--- src/rtl/word_packer.sv ---
// Serial-to-parallel word packer. Collects N_WORDS signed words into one packed frame.
// A fill buffer keeps loading while the previous frame waits in the output register.

module word_packer_slot #(
  parameter int NB_DATA = 8
) (
  input  logic               clock,
  input  logic               reset,
  input  logic               we,
  input  logic [NB_DATA-1:0] d,
  output logic [NB_DATA-1:0] q
);
  always_ff @(posedge clock or posedge reset) begin
    if (reset)   q <= '0;
    else if (we) q <= d;
  end
endmodule

module word_packer #(
  parameter int N_WORDS = 16,
  parameter int NB_DATA = 8
) (
  input  logic                         clock,
  input  logic                         reset,
  input  logic [NB_DATA-1:0]           i_data,
  input  logic                         i_valid,
  output logic                         o_ready,
  input  logic                         i_flush,
  output logic [N_WORDS*NB_DATA-1:0]   o_data,
  output logic                         o_valid,
  input  logic                         i_ready,
  output logic [$clog2(N_WORDS)-1:0]   o_count
);
  localparam int CW = $clog2(N_WORDS);

  logic [N_WORDS-2:0][NB_DATA-1:0] fill_q;
  logic [N_WORDS-2:0]              slot_we;
  logic                            accept, take, last;

  assign last    = (o_count == CW'(N_WORDS-1));
  // Only the final word can collide with an untaken output frame.
  assign o_ready = !i_flush && !(last && o_valid && !i_ready);
  assign accept  = i_valid && o_ready;
  assign take    = o_valid && i_ready;

  // The last word bypasses the fill buffer straight into the output register.
  for (genvar k = 0; k < N_WORDS-1; k++) begin : g_slot
    assign slot_we[k] = accept && !last && (o_count == CW'(k));
    word_packer_slot #(.NB_DATA(NB_DATA)) u_slot (
      .clock (clock),
      .reset (reset),
      .we    (slot_we[k]),
      .d     (i_data),
      .q     (fill_q[k])
    );
  end

  always_ff @(posedge clock or posedge reset) begin
    if (reset)                 o_count <= '0;
    else if (i_flush)          o_count <= '0;
    else if (accept && last)   o_count <= '0;
    else if (accept)           o_count <= o_count + CW'(1);
  end

  // Completion takes priority over take so a coincident take/complete has no bubble.
  always_ff @(posedge clock or posedge reset) begin
    if (reset) begin
      o_data  <= '0;
      o_valid <= 1'b0;
    end else if (accept && last) begin
      o_data  <= {i_data, fill_q};
      o_valid <= 1'b1;
    end else if (take) begin
      o_valid <= 1'b0;
    end
  end
endmodule

--- config.mk ---
export PLATFORM = sky130hd
export DESIGN_NAME = word_packer
export DESIGN_NICKNAME = d
export VERILOG_FILES = /design/src/rtl/word_packer.sv
export SDC_FILE = /design/constraint.sdc
export NUM_CORES = 1
export LEC_CHECK = 0
export ABC_AREA = 1
export CAP_MARGIN = 0
export CORE_MARGIN = 5
export CORE_UTILIZATION = 52
export CTS_BUF_LIST = sky130_fd_sc_hd__clkbuf_4 sky130_fd_sc_hd__clkbuf_8
export DETAILED_ROUTE_END_ITERATION = 12
export HOLD_SLACK_MARGIN = 0.12
export PLACE_DENSITY = 0.77
export SYNTH_ARGS = -nofsm -noshare
export SYNTH_HDL_FRONTEND = slang
export SYNTH_SLANG_ARGS = --single-unit
--- constraint.sdc ---
create_clock -name clock -period 24.4 [get_ports clock]
set_clock_uncertainty 0.15 [all_clocks]
set_input_delay 3.66 -clock clock [delete_from_list [all_inputs] [get_ports clock]]
set_output_delay 3.66 -clock clock [all_outputs]
set_load 0.01 [all_outputs]
Run 1, clock network drawn from the DEF:
Drawn at 3 px/um.
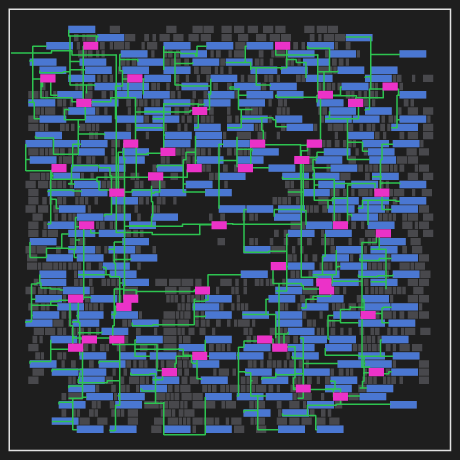
- blue: flip-flops (count 253)
- magenta: cells driving clock nets (count 42)
- green: clock wires (length 3,130 um)
- routed clock nets: 43
- flops lie: spread over the die

Run 1, routing congestion map:
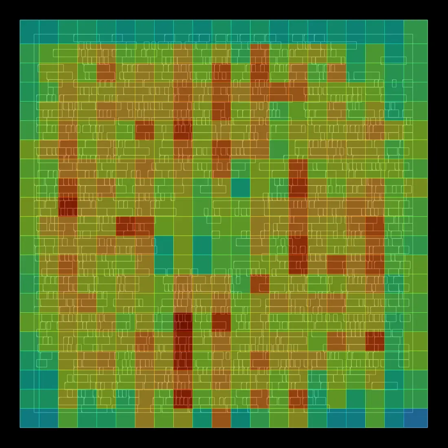
global routing usage on met2: 34.0%
most used routing layer: met2
grt met3 use: 4.13%

==> out/qor.yml, run 1 <==
status: "finished, final reports clean"
first_pass_iters: 5
dr_wl_met2_um: 10400
ir_drop_uv: 49.3
start_kind: "input pin"
arrival_ns: 5.03
reg_top3: "o_data (128), g_slot.u_slot.q (120), o_count (4)"
antenna_cells: 0
rr_worst_depth: 7
report.final.slew_viol_count: 0
top_layer_used: "met4"
topCellsByArea: "dfrtp_1 (65%), o21ai_0 (12%), nand2_1 (11%)"
htree_num_levels: 2
power.switching_mw: 0.204
worstReg2RegStart: "o_count[0]"
ys_sh_mux_pct: 0
tightest_slew_ns: 1.15
dominant_cells: "registers"
met3RoutedLength_um: 1370
nClkBuffers: 71
nonClkBufAreaFrac_pct: 12.3
path_class: "input pin to output pin"
rows: 50
whs_path_depth: 2
leakage_nw: 5.74
drc: 0
final_cells: 1408
clk_pin_slew_worst_paths_ns: 0.06
aoi_share_pct: 12.9
fin_util_pct: 65.4
fin_crit_ns: 8.84
ys_types: 21
top_cell_area_share_pct: 65.3
clk_latency_ns: 0.51
grt_pass1_wl_um: 37100
synthTopCellsByCount: "nand2_1 (272), dfrtp_1 (253), o21ai_0 (239)"
reg2reg_to: "o_data[38]"
tritoncts: "done"
fmax_mhz: 113
dieHeight_um: 147
core_area_mm2: 0.0185
p_int_mw: 0.687
mostFrequentLayoutCells: "nand2_1 (272), dfrtp_1 (253), o21ai_0 (239)"
ctsHoldBuffers: 0
drive_gt1_share_pct: 7.84
critPathLaunch: "i_ready"
period_used_pct: 36.2
chipArea_mm2: 0.0215
ios: 147
drt-initial-drc-count: 411
grt_overflow: 0
nNonClkBuffers: 150
end_kind: "output pin"
finalSetupTns_ns: 0
adder_share_pct: 0.516
fin_area_mm2: 0.0121
combPwrFrac_pct: 5.8
warnings: 35
root_buffer: "clkbuf_8"
grt_pass1_vias: 7086
cts_setup_buffers: 0
seq_area_mm2: 0.00633
ys_seq_share_pct: 65.3
syn-num-nets: 1029
syn_avg_cell_area_um2: 9.58
placed_cell_area_mm2: 0.0112
initial_core_util_pct: 52.4
grt_max_degree: 117
async_flop_share_pct: 100
cpLargestDelayFamily: "buffers and inverters"
ys_cells: 1012
yosys.area_share.simple_pct: 13.0
top_cell: "nand2_1"
nFillCells: 1522
power_clock_mw: 0.385
pg_seq_mw: 0.454
edf_count: 0
synth-area-yosys_mm2: 0.00970
cts.path.max_buffers: 3
power_leader: "registers"
cp_max_fo: 3
dp_slack_ns: 15.56
tap-cell-count: 234
p_total_mw: 0.891
regMostFlops: "o_data"
worstHoldPathType: "flip-flop to flip-flop"
setup_ws_ns: 15.56
setup_viol: 0
crit_path_end: "o_ready"
m1WireLength_um: 10200
num-nets-final: 1162
powerDensity_mw_per_mm2: 73.6
yosys.area.top_type: "dfrtp_1"
flops: 253
synth.logic.top_family: "simple AND/OR/NAND/NOR gates"
detail-route-antenna-nets: 0
nNonClkInverters: 138
sh_seq_area_pct: 52.3
cp_data_required_time_ns: 20.59
syn_inst: 1012
hold_viol: 0
path_buffers: 2
sh_comb_area_pct: 21.2
comb_area_mm2: 0.00257
yosys_warnings: 0
path_common_cell: "clkdlybuf4s50_1"
die_x_um: 147
path_cells: "clkdlybuf4s50_1 > nor2_1 > a21oi_1 > clkdlybuf4s50_1"
cap_violations: 0
setup.reg_to_reg.worst_slack_ns: 20.91
antenna_found_initial: 0
p_comb_mw: 0.0521
dpl.hpwl_um: 13700
dp.cells: 1335
holdPathEnd: "o_data[98]"
layout.cells.most_common: "nand2_1"
logic_gate_count: 560
xor_share_pct: 0.0903
flop_cell: "dfrtp_1"
relSlewSlack_pct: 23.0
timing.hold.ws_ns: 0.331
switching_share_pct: 22.9
grt_setup_unrepaired: "no"
grt_use_met1_pct: 30.2
viasPerCell: 4.99
power_frac_seq_pct: 50.9
largest_register_ffs: 128
cts-buffers-inserted: 42
wl_um: 22300
slowest_delay_ns: 0.58
place.gp.congestion: 0.828
cts-resized-gates: 0
synthToLayoutAreaGrowth_pct: 24.9
Run 1, wire density map:
Drawn at 2 px/um. The die is cut into 29 by 29 equal tiles; white is low, dark blue is high, scaled to the fullest tile. Values are wire area over tile area, all layers added.
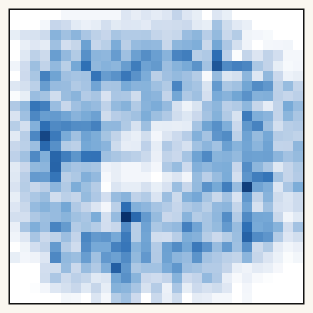
- nearly empty tiles: 8.1%
- tiles over half the peak: 18%
- mean over tiles: 0.17
- fullest tile: 0.52
GR Util All Layers: 21.3%
routed len/inst: 15.9 um
via count: 7,027

Run 1, logic cells by family:
Drawn at 2 px/um.
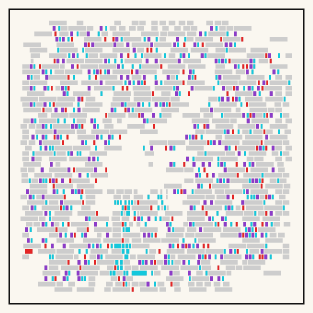
- cyan: NAND gates (cells 286; where spread over the die)
- purple: inverting AOI/OAI gates (cells 249; where spread over the die)
- red: inverters (cells 138; where spread over the die)

==> run 2, diff against run 1 <==
==> constraint.sdc (replaced) <==
create_clock -name clock -period 8.2 [get_ports clock]
set_clock_uncertainty 0.15 [all_clocks]
set_input_delay 1.23 -clock clock [delete_from_list [all_inputs] [get_ports clock]]
set_output_delay 1.23 -clock clock [all_outputs]
set_load 0.01 [all_outputs]
Run 2, clock network drawn from the DEF:
Drawn at 3 px/um.
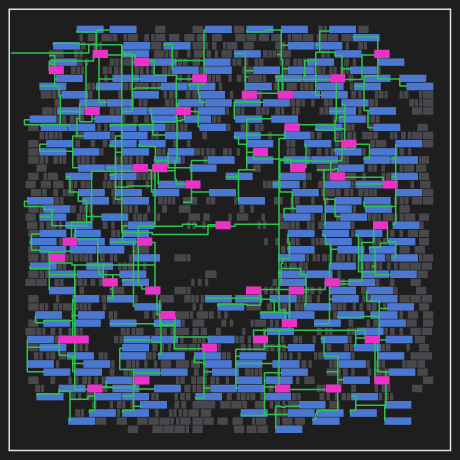
- magenta: cells driving clock nets (count 41)
- green: clock wires (length 2,950 um)
- blue: flip-flops (count 253)
- routed clock nets: 42

Run 2, logic cells by family:
Drawn at 2 px/um.
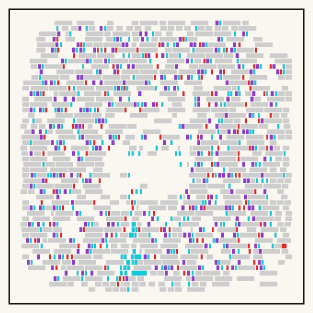
- cyan: NAND gates (cells 286; where spread over the die)
- red: inverters (cells 138; where spread over the die)
- purple: inverting AOI/OAI gates (cells 249; where spread over the die)
most frequent logic cell in the layout: nand2_1
non-filler instance count after layout: 1,403
logic share of the area: 21.3%

Run 2, routing congestion map:
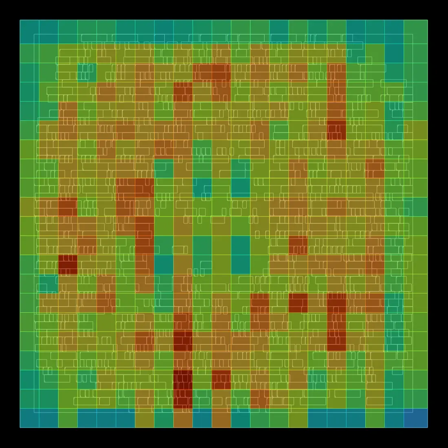
routed len/inst: 15.7 um
met1 track utilization from global routing: 30.2%
global routing usage on met2: 32.7%
Final Util: 65.1%

==> run 2 against run 1 <==
Net effect: global-route usage decreased by 0.15 points; clock power grew to 2.8 times the previous value; sequential cell count did not move; critical path depth unchanged; area after synthesis did not move; worst setup slack worse by 11 ns; power went up to 2.9 times the previous value; via count is 0.84% lower; sequential share of layout area up 0.24 points; final cell count fell by 0.36%; critical path type unchanged.
==> out/qor.yml, run 2 <==
status: "finished, final reports clean"
worstHoldPathType: "flip-flop to flip-flop"
detail-route-antenna-nets: 0  # unchanged
met3RoutedLength_um: 1350  # -1.2%
pg_seq_mw: 1.35  # +200%
fin_crit_ns: 3.97
nFillCells: 1457  # -4.3%
ys_seq_share_pct: 65.3  # unchanged
cts-buffers-inserted: 41  # -2.4%
flop_cell: "dfrtp_1"
antenna_cells: 0  # unchanged
num-nets-final: 1161  # -0.086%
dieHeight_um: 147  # unchanged
whs_path_depth: 2  # unchanged
arrival_ns: 2.59  # -2.44 ns
m1WireLength_um: 10200  # +0.34%
nClkBuffers: 65  # -8.5%
finalSetupTns_ns: 0  # unchanged
critPathLaunch: "i_ready"
placed_cell_area_mm2: 0.0112  # about the same
ir_drop_uv: 154  # +210%
grt_pass1_vias: 7024  # -0.87%
nNonClkBuffers: 150  # unchanged
comb_area_mm2: 0.00257  # unchanged
die_x_um: 147  # unchanged
grt_overflow: 0  # unchanged
wl_um: 22100  # -1.2%
synthTopCellsByCount: "nand2_1 (272), dfrtp_1 (253), o21ai_0 (239)"
viasPerCell: 4.97  # -0.49%
rr_worst_depth: 5  # -2
p_total_mw: 2.59  # +190%
tritoncts: "done"
dp.cells: 1335  # unchanged
tightest_slew_ns: 1.13  # -0.0234 ns
flops: 253  # unchanged
grt_setup_unrepaired: "no"
ios: 147  # unchanged
syn_inst: 1012  # unchanged
cp_data_required_time_ns: 6.82  # -13.77 ns
yosys.area.top_type: "dfrtp_1"
power_leader: "registers"
largest_register_ffs: 128  # unchanged
warnings: 35  # unchanged
dpl.hpwl_um: 13600  # -1.2%
cp_max_fo: 3  # unchanged
end_kind: "output pin"
fmax_mhz: 252
antenna_found_initial: 0  # unchanged
p_int_mw: 2.00  # +190%
grt_pass1_wl_um: 36800  # -0.56%
combPwrFrac_pct: 6.2  # +0.4 points
reg2reg_to: "g_slot[0].u_slot.q[6]"
drt-initial-drc-count: 419  # +1.9%
setup.reg_to_reg.worst_slack_ns: 5.36  # -15.55 ns
timing.hold.ws_ns: 0.332  # +0.000911 ns
grt_max_degree: 173  # +48%
grt_util_met3_pct: 4.16  # +0.031 points
cts.path.max_buffers: 3  # unchanged
p_comb_mw: 0.159  # +210%
grt_usage_pct: 21.1  # -0.15 points
slowest_delay_ns: 0.58  # about the same
ctsHoldBuffers: 0  # unchanged
synth-area-yosys_mm2: 0.00970  # unchanged
yosys.area_share.simple_pct: 13.0  # unchanged
power.switching_mw: 0.592  # +190%
leakage_nw: 5.71  # -0.62%
power_clock_mw: 1.08  # +180%
seq_area_mm2: 0.00633  # unchanged
ys_types: 21  # unchanged
xor_share_pct: 0.0903  # unchanged
path_class: "input pin to output pin"
ys_sh_mux_pct: 0  # unchanged
core_area_mm2: 0.0185  # unchanged
mostFrequentLayoutCells: "nand2_1 (272), dfrtp_1 (253), o21ai_0 (239)"
edf_count: 0  # unchanged
nNonClkInverters: 138  # unchanged
path_common_cell: "clkdlybuf4s50_1"
holdPathEnd: "o_data[11]"
drc: 0  # unchanged
nonClkBufAreaFrac_pct: 12.5  # +0.16 points
async_flop_share_pct: 100  # unchanged
start_kind: "input pin"
period_used_pct: 48.4
topCellsByArea: "dfrtp_1 (65%), o21ai_0 (12%), nand2_1 (11%)"
syn-num-nets: 1029  # unchanged
tap-cell-count: 234  # unchanged
power_frac_seq_pct: 52.2  # +1.3 points
ys_cells: 1012  # unchanged
dominant_cells: "registers"
busiest_layer: "met2"
report.final.slew_viol_count: 0  # unchanged
first_pass_iters: 5  # unchanged
rows: 50  # unchanged
synthToLayoutAreaGrowth_pct: 24.3
num_vias: 6968  # -0.84%
place.gp.congestion: 0.830  # +0.19%
dp_slack_ns: 4.24  # -11.32 ns
root_buffer: "clkbuf_8"
sh_seq_area_pct: 52.5  # +0.24 points
worstReg2RegStart: "o_count[0]"
relSlewSlack_pct: 24.6  # +1.6 points
switching_share_pct: 22.9  # -0.039 points
hold_viol: 0  # unchanged
setup_viol: 0  # unchanged
initial_core_util_pct: 52.4  # unchanged
clk_pin_slew_worst_paths_ns: 0.06  # about the same
crit_path_end: "o_ready"
drive_gt1_share_pct: 7.44  # -0.39 points
fin_area_mm2: 0.0121  # -0.47%
reg_top3: "o_data (128), g_slot.u_slot.q (120), o_count (4)"
clk_latency_ns: 0.51  # about the same
cpLargestDelayFamily: "buffers and inverters"
htree_num_levels: 2  # unchanged
path_cells: "clkdlybuf4s50_1 > nor2_1 > a21oi_1 > clkdlybuf4s50_1"
regMostFlops: "o_data"
setup_ws_ns: 4.23  # -11.34 ns
adder_share_pct: 0.516  # unchanged
top_cell_area_share_pct: 65.3  # unchanged
cap_violations: 0  # unchanged
powerDensity_mw_per_mm2: 215  # +190%
cts-resized-gates: 0  # unchanged
top_layer_used: "met4"
aoi_share_pct: 12.9  # unchanged
cts_setup_buffers: 0  # unchanged
chipArea_mm2: 0.0215  # unchanged
syn_avg_cell_area_um2: 9.58  # unchanged
logic_gate_count: 560  # unchanged
top_cell: "nand2_1"
synth.logic.top_family: "simple AND/OR/NAND/NOR gates"
Power is estimated from default activity; no workload was simulated.
